--- config.mk ---
export PLATFORM = sky130hd
export DESIGN_NAME = adder_16bit_pipe_flat
export DESIGN_NICKNAME = d
export VERILOG_FILES = /design/src/rtl/adder_16bit_pipe_if.sv /design/src/rtl/adder_16bit_pipe.sv /design/src/flat_wrapper.sv
export SDC_FILE = /design/constraint.sdc
export NUM_CORES = 1
export LEC_CHECK = 0
export ABC_CLOCK_PERIOD_IN_PS = 4000
export CORE_MARGIN = 2
export CORE_UTILIZATION = 55
export CTS_CLUSTER_SIZE = 14
export DETAILED_ROUTE_END_ITERATION = 8
export GPL_TIMING_DRIVEN = 0
export PLACE_DENSITY = 0.78
export SLEW_MARGIN = 20
export SYNTH_ARGS = -nofsm -noshare
export SYNTH_HDL_FRONTEND = slang
export SYNTH_SLANG_ARGS = --single-unit
export TNS_END_PERCENT = 100
--- constraint.sdc ---
create_clock -name clk -period 4 [get_ports clk]
set_input_delay 0.6 -clock clk [delete_from_list [all_inputs] [get_ports clk]]
set_output_delay 0.6 -clock clk [all_outputs]
set_load 0.05 [all_outputs]
--- src/rtl/adder_16bit_pipe_if.sv ---
// Operand/result handshake bundle for adder_16bit_pipe.
// The ovf signal exists only when ADDER_16BIT_PIPE_OVF_EN is defined.
interface adder_16bit_pipe_if #(
   parameter int unsigned WIDTH = 16
);
   logic             in_valid;
   logic             in_ready;
   logic [WIDTH-1:0] a;
   logic [WIDTH-1:0] b;
   logic             c_in;
   logic             out_valid;
   logic             out_ready;
   logic [WIDTH-1:0] sum;
   logic             c_out;
`ifdef ADDER_16BIT_PIPE_OVF_EN
   logic             ovf;

   modport master (
      output in_valid, a, b, c_in, out_ready,
      input  in_ready, out_valid, sum, c_out, ovf
   );
   modport slave (
      input  in_valid, a, b, c_in, out_ready,
      output in_ready, out_valid, sum, c_out, ovf
   );
`else
   modport master (
      output in_valid, a, b, c_in, out_ready,
      input  in_ready, out_valid, sum, c_out
   );
   modport slave (
      input  in_valid, a, b, c_in, out_ready,
      output in_ready, out_valid, sum, c_out
   );
`endif
endinterface

--- src/rtl/adder_16bit_pipe.sv ---
// Pipelined ripple-carry adder: one SLICE_W-bit slice per stage, valid/ready on both sides.
// Define ADDER_16BIT_PIPE_OVF_EN to add the registered signed-overflow output ovf.
module adder_16bit_pipe #(
   parameter int unsigned WIDTH   = 16,
   parameter int unsigned SLICE_W = 4
) (
   input  logic              clk,
   input  logic              rst,
   adder_16bit_pipe_if.slave bus
);
   localparam int unsigned STAGES = WIDTH / SLICE_W;
   localparam int unsigned LAST   = STAGES - 1;
   localparam int unsigned OPW    = WIDTH - SLICE_W;

   logic [STAGES-1:0]             valid_r;
   logic [STAGES-1:0]             carry_r;
   logic [STAGES-1:0][WIDTH-1:0]  sum_r;
   // Operands are shifted right one slice per stage so the next slice is always at bit 0.
   logic [STAGES-2:0][OPW-1:0]    a_r;
   logic [STAGES-2:0][OPW-1:0]    b_r;

   logic [STAGES-1:0]             ready;
   logic [STAGES-1:0]             v_src;
   logic [STAGES-1:0]             c_src;
   logic [STAGES-1:0]             c_nxt;
   logic [STAGES-1:0][WIDTH-1:0]  a_src;
   logic [STAGES-1:0][WIDTH-1:0]  b_src;
   logic [STAGES-1:0][WIDTH-1:0]  s_src;
   logic [STAGES-1:0][WIDTH-1:0]  s_nxt;
   logic [STAGES-1:0][SLICE_W:0]  slice_res;
   logic                          full;

   function automatic logic [SLICE_W:0] slice_add(
      input logic [SLICE_W-1:0] x,
      input logic [SLICE_W-1:0] y,
      input logic               ci
   );
      logic               c;
      logic [SLICE_W-1:0] s;
      c = ci;
      s = '0;
      for (int unsigned i = 0; i < SLICE_W; i++) begin
         s[i] = x[i] ^ y[i] ^ c;
         c    = (x[i] & y[i]) | (c & (x[i] ^ y[i]));
      end
      return {c, s};
   endfunction

   always_comb begin
      ready     = '0;
      v_src     = '0;
      c_src     = '0;
      c_nxt     = '0;
      a_src     = '0;
      b_src     = '0;
      s_src     = '0;
      s_nxt     = '0;
      slice_res = '0;

      // ready_k = !valid_k || ready_(k+1), unrolled as "not every stage from k to the end is full".
      full = 1'b1;
      for (int unsigned i = 0; i < STAGES; i++) begin
         full             = full & valid_r[LAST - i];
         ready[LAST - i]  = !full || bus.out_ready;
      end

      v_src[0] = bus.in_valid;
      a_src[0] = bus.a;
      b_src[0] = bus.b;
      c_src[0] = bus.c_in;
      for (int unsigned k = 1; k < STAGES; k++) begin
         v_src[k] = valid_r[k-1];
         a_src[k] = {{SLICE_W{1'b0}}, a_r[k-1]};
         b_src[k] = {{SLICE_W{1'b0}}, b_r[k-1]};
         s_src[k] = sum_r[k-1];
         c_src[k] = carry_r[k-1];
      end

      for (int unsigned k = 0; k < STAGES; k++) begin
         slice_res[k]                       = slice_add(a_src[k][SLICE_W-1:0],
                                                        b_src[k][SLICE_W-1:0], c_src[k]);
         s_nxt[k]                           = s_src[k];
         s_nxt[k][k*SLICE_W +: SLICE_W]     = slice_res[k][SLICE_W-1:0];
         c_nxt[k]                           = slice_res[k][SLICE_W];
      end
   end

   always_ff @(posedge clk) begin
      if (rst) begin
         valid_r <= '0;
         carry_r <= '0;
         sum_r   <= '0;
         a_r     <= '0;
         b_r     <= '0;
      end else begin
         for (int unsigned k = 0; k < STAGES; k++) begin
            if (ready[k]) begin
               valid_r[k] <= v_src[k];
               if (v_src[k]) begin
                  sum_r[k]   <= s_nxt[k];
                  carry_r[k] <= c_nxt[k];
               end
            end
         end
         for (int unsigned k = 0; k < STAGES - 1; k++) begin
            if (ready[k] && v_src[k]) begin
               a_r[k] <= a_src[k][WIDTH-1:SLICE_W];
               b_r[k] <= b_src[k][WIDTH-1:SLICE_W];
            end
         end
      end
   end

   assign bus.in_ready  = ready[0];
   assign bus.out_valid = valid_r[LAST];
   assign bus.sum       = sum_r[LAST];
   assign bus.c_out     = carry_r[LAST];

`ifdef ADDER_16BIT_PIPE_OVF_EN
   logic ovf_r;
   logic ovf_nxt;

   // Carry into the MSB equals a_msb ^ b_msb ^ sum_msb.
   assign ovf_nxt = a_src[LAST][SLICE_W-1] ^ b_src[LAST][SLICE_W-1]
                  ^ s_nxt[LAST][WIDTH-1] ^ c_nxt[LAST];

   always_ff @(posedge clk) begin
      if (rst) begin
         ovf_r <= 1'b0;
      end else if (ready[LAST] && v_src[LAST]) begin
         ovf_r <= ovf_nxt;
      end
   end

   assign bus.ovf = ovf_r;
`endif
endmodule
--- src/flat_wrapper.sv ---
// flat-port wrapper written by rule: the top's interface ports become plain ports
module adder_16bit_pipe_flat 
#(
   parameter int unsigned WIDTH   = 16,
   parameter int unsigned SLICE_W = 4
)
  (clk, rst, bus_in_valid, bus_a, bus_b, bus_c_in, bus_out_ready, bus_in_ready, bus_out_valid, bus_sum, bus_c_out);
  adder_16bit_pipe_if #(.WIDTH(WIDTH)) bus_i ();
  input  logic clk;
  input  logic rst;
  input wire logic [$bits(bus_i.in_valid)-1:0] bus_in_valid;
  input wire logic [$bits(bus_i.a)-1:0] bus_a;
  input wire logic [$bits(bus_i.b)-1:0] bus_b;
  input wire logic [$bits(bus_i.c_in)-1:0] bus_c_in;
  input wire logic [$bits(bus_i.out_ready)-1:0] bus_out_ready;
  output wire logic [$bits(bus_i.in_ready)-1:0] bus_in_ready;
  output wire logic [$bits(bus_i.out_valid)-1:0] bus_out_valid;
  output wire logic [$bits(bus_i.sum)-1:0] bus_sum;
  output wire logic [$bits(bus_i.c_out)-1:0] bus_c_out;
  assign bus_i.in_valid = bus_in_valid;
  assign bus_i.a = bus_a;
  assign bus_i.b = bus_b;
  assign bus_i.c_in = bus_c_in;
  assign bus_i.out_ready = bus_out_ready;
  assign bus_in_ready = bus_i.in_ready;
  assign bus_out_valid = bus_i.out_valid;
  assign bus_sum = bus_i.sum;
  assign bus_c_out = bus_i.c_out;
  adder_16bit_pipe #(.WIDTH(WIDTH), .SLICE_W(SLICE_W)) u_core (.clk(clk), .rst(rst), .bus(bus_i));
endmodule
Figure 1. Placement by cell class.
The bar under the picture is 20 µm long. Fill, decap, tap and diode cells in gray.
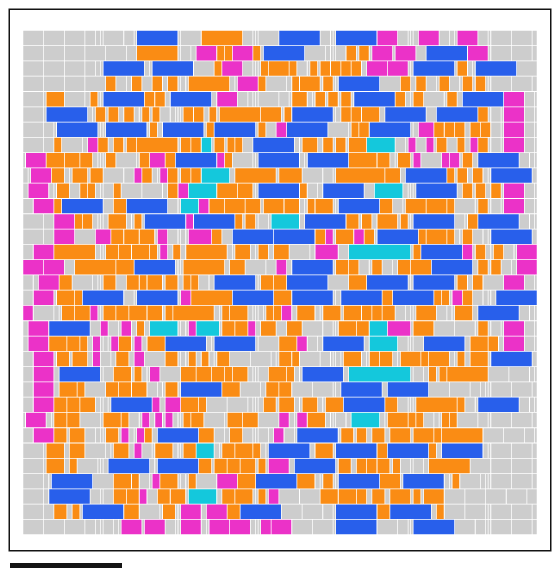
color	class	cells	share of their area
magenta	other buffers and delay cells	110	15%
orange	all other logic	369	45%
cyan	clock drivers and dummy loads	16	4.2%
blue	flip-flops	96	35%
Finished Core Util: 0.676
final instance area: 5550 µm²

Figure 2. Metal layers overlaid.
The bar under the picture is 20 µm long. Only two layers are drawn.
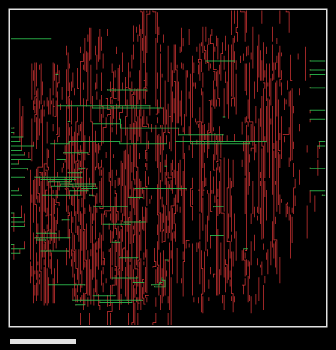
color	layer	wire length
green	met3	566 µm
red	met2	5920 µm
total track usage: 0.274
Via Count: 4160
WL/cell: 17.1 µm

Figure 3. Routing congestion.
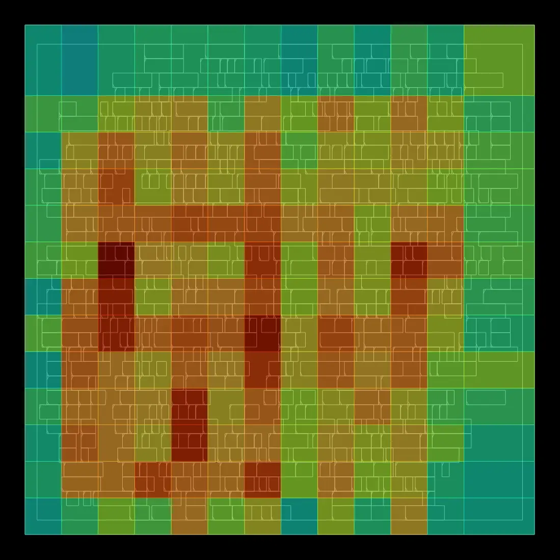
met1 Use GR: 0.348
met3 GRT Util: 0.0345

==> Slide: Implementation Results <==
Implementation Results

Outcome
  – Status: complete, no violations

Placed design
  – IO Port Bufs: 53
  – Post-DP Area: 5330 µm²
  – Post-DP HPWL: 8840 µm
  – RePlAce Congestion: 0.862
  – Post-place setup slack: 0.920 ns

Clock network
  – CTS tree: built
  – CTS H-Tree Depth: 3
  – # clock sinks: 96
  – Postcts setup bufs: 0
  – Clock-pin slew on the worst setup and hold paths: 0.09 ns
  – CTS Buf Count: 9
  – Root buf cell: clkbuf_8
  – PostCTS Resize Cnt: 0
  – # hold bufs at CTS: 0
  – Insertion Delay late pin: 0.37 ns
  – Maximum clock path buffer count: 2

Hold path
  – Min-delay src: u_core.s_nxt[48]
  – Worst hold endpoint: u_core.s_nxt[48]
  – Hold depth: 2
  – Hold Crit Class: flip-flop to flip-flop

Logic synthesis
  – Area leader share: 0.412
  – Largest area contributor in the netlist: dfxtp_1
  – Top logic family: AND-OR/OR-AND gates
  – Post-Syn Area: 4670 µm²
  – Basic Gates by Area: 0.177
  – Mapped Cells: 522
  – Multiplexer share: 0.0386
  – Post-Synth AOI/OAI Area: 0.216
  – Post-synth seq share: 0.412
  – Syn_nets: 575
  – Seq cells post-synth: 96
  – FA/HA/MAJ Cells, Area Fraction: 0.0687
  – Asr flop ratio synth: 0
  – Post-synth EDFFs: 0
  – Yosys warning tally: 0
  – Yosys chip area: 4670 µm²
  – XORs/XNORs by Area: 0
  – Distinct cells, synth: 33
  – Yosys cell count: 522
  – Syn Area/Cell: 8.94 µm²

Power
  – Internal: 1.48 mW
  – Highest-power group: sequential cells
  – Logic pwr share: 0.130
  – Clock share of power: 0.360
  – Clock-net power: 731 µW
  – Max IR drop VDD: 0.216 mV
  – Switching Fraction: 0.271
  – Register share of total power: 0.511
  – Total power: 2.03 mW
  – Comb pwr: 263 µW
  – Power Density: 366 nW/µm²

Detailed routing
  – Highest metal used: met4
  – ANT nets after route: 0
  – Vias per inst: 5.98
  – Drt pass-1 iters: 5
  – Post-route DRC: 0
  – Met3 Wirelength: 565 µm
  – M1 WL: 5180 µm
  – Final wirelength: 11900 µm
  – DRT iter0 DRCs: 226
  – Met2 wire len: 5920 µm

Timing
  – Fin worst setup slack: 0.886 ns
  – Final setup violation count: 0
  – Pins Over Slew Limit: 0
  – Final hold viol count: 0
  – Fin crit period: 3.11 ns
  – Least-Margin Pin Slew: 0.556 ns
  – Final Skew: 0.0104 ns
  – RSZ-0062 raised after global routing: no
  – Worst slew margin: 0.629
  – Final hold slack: 0.465 ns

Layout
  – Commonest cells after routing, fill and taps aside: 96 x dfxtp_1, 53 x clkdlybuf4s50_1, 49 x nand2_1, 49 x a21oi_1, 33 x inv_1
  – Largest contributor to cell area by class: logic gates
  – Comb area share: 0.420
  – Final Non-Filler Cells: 696
  – Registers: 96
  – Multi-input gates: 334
  – Share of cells above drive strength 1: 0.113
  – Fraction of area in registers: 0.346
  – Nets: 639
  – Area Growth Syn to Fin: 19.0%
  – Buffering overhead: 0.146
  – Fillers: 685
  – Count of non-CTS buffers in the layout: 110
  – # diodes: 0
  – Non-CTS inverters: 35
  – Combinational gate area: 2330 µm²
  – Top cell excl fill/tap: dfxtp_1
  – CLK BUF: 9
  – ClkCell Share: 0.0408

Worst setup path
  – Crit Reg-Reg Startpoint: u_core.b_r[24]
  – Crit path buf inv count: 3
  – Reg-to-reg endpoint: u_core.bus.sum[15]
  – CP startpoint: bus_out_ready
  – Max stage delay cell, worst path: clkdlybuf4s50_1
  – Setup crit end kind: primary output
  – R2R depth: 8
  – Crit-path max FO: 10
  – Worst path top cell family by delay: buffers and inverters
  – CP Launch Type: input pin
  – Req. time, crit path: 3.40 ns
  – CP Data Arrival Time: 2.51 ns
  – R2R Setup Slk: 1.77 ns
  – Kind of critical path: input pin to primary output
  – Max incr delay on CP: 0.73 ns
  – Crit path depth: 5
  – CP Cell Sequence: clkdlybuf4s50_1 > and4b_4 > buf_4 > nand2_1 > clkdlybuf4s50_1
  – Critical Path Most Common Cell: clkdlybuf4s50_1
  – Worst setup endpoint: bus_in_ready

Global route
  – Pin count of the biggest net entering global routing: 18
  – Initial antenna violation count: 0
  – Gr busiest metal: met2
  – Vias in the first global route: 3995
  – GRT met2 Usage: 0.476
  – Total gr overflow: 0
  – First-pass GRT wire length: 19500 µm

Floorplanning
  – Rows: 33
  – Die X: 96.1 µm
  – Chip area: 9240 µm²
  – Die Ht: 96.1 µm
  – Tapcells: 105
  – Io pins: 56

Job
  – Tool Warnings: 26
  – Max_cap viols: 0
Figure 4. Local utilization.
10 x 10 tiles, from black (low) to pale yellow (high), 0 to 100% covered.
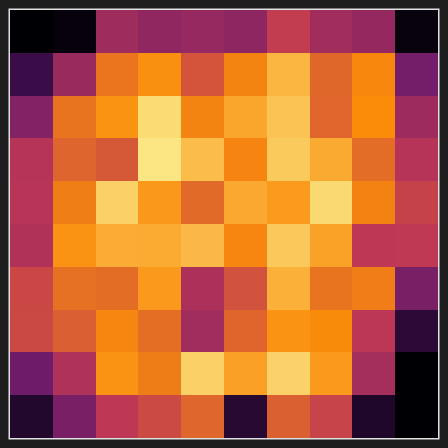
mean over tiles	59%
nearly empty tiles	4.0%
tiles over 75% full	29%
densest ninth of the die	center
fullest tile	95%
Init Core Util: 0.568
Core Area: 8220 µm²

Figure 5. Sequential cells grouped by signal name.
The bar under the picture is 20 µm long. Other sequential cells in the stronger gray, the rest of the logic in the fainter gray.
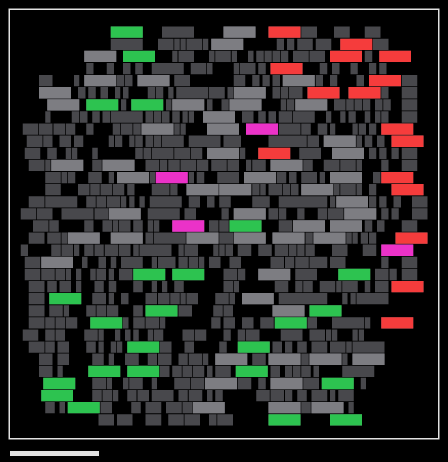
color	name in the netlist	placed flops
magenta	u_core.carry_r	4
red	u_core.bus.sum	16
green	u_core.a_r	24
Seq power: 1.04 mW
Storage cell area: 1920 µm²

Power and IR drop assume default switching activity.
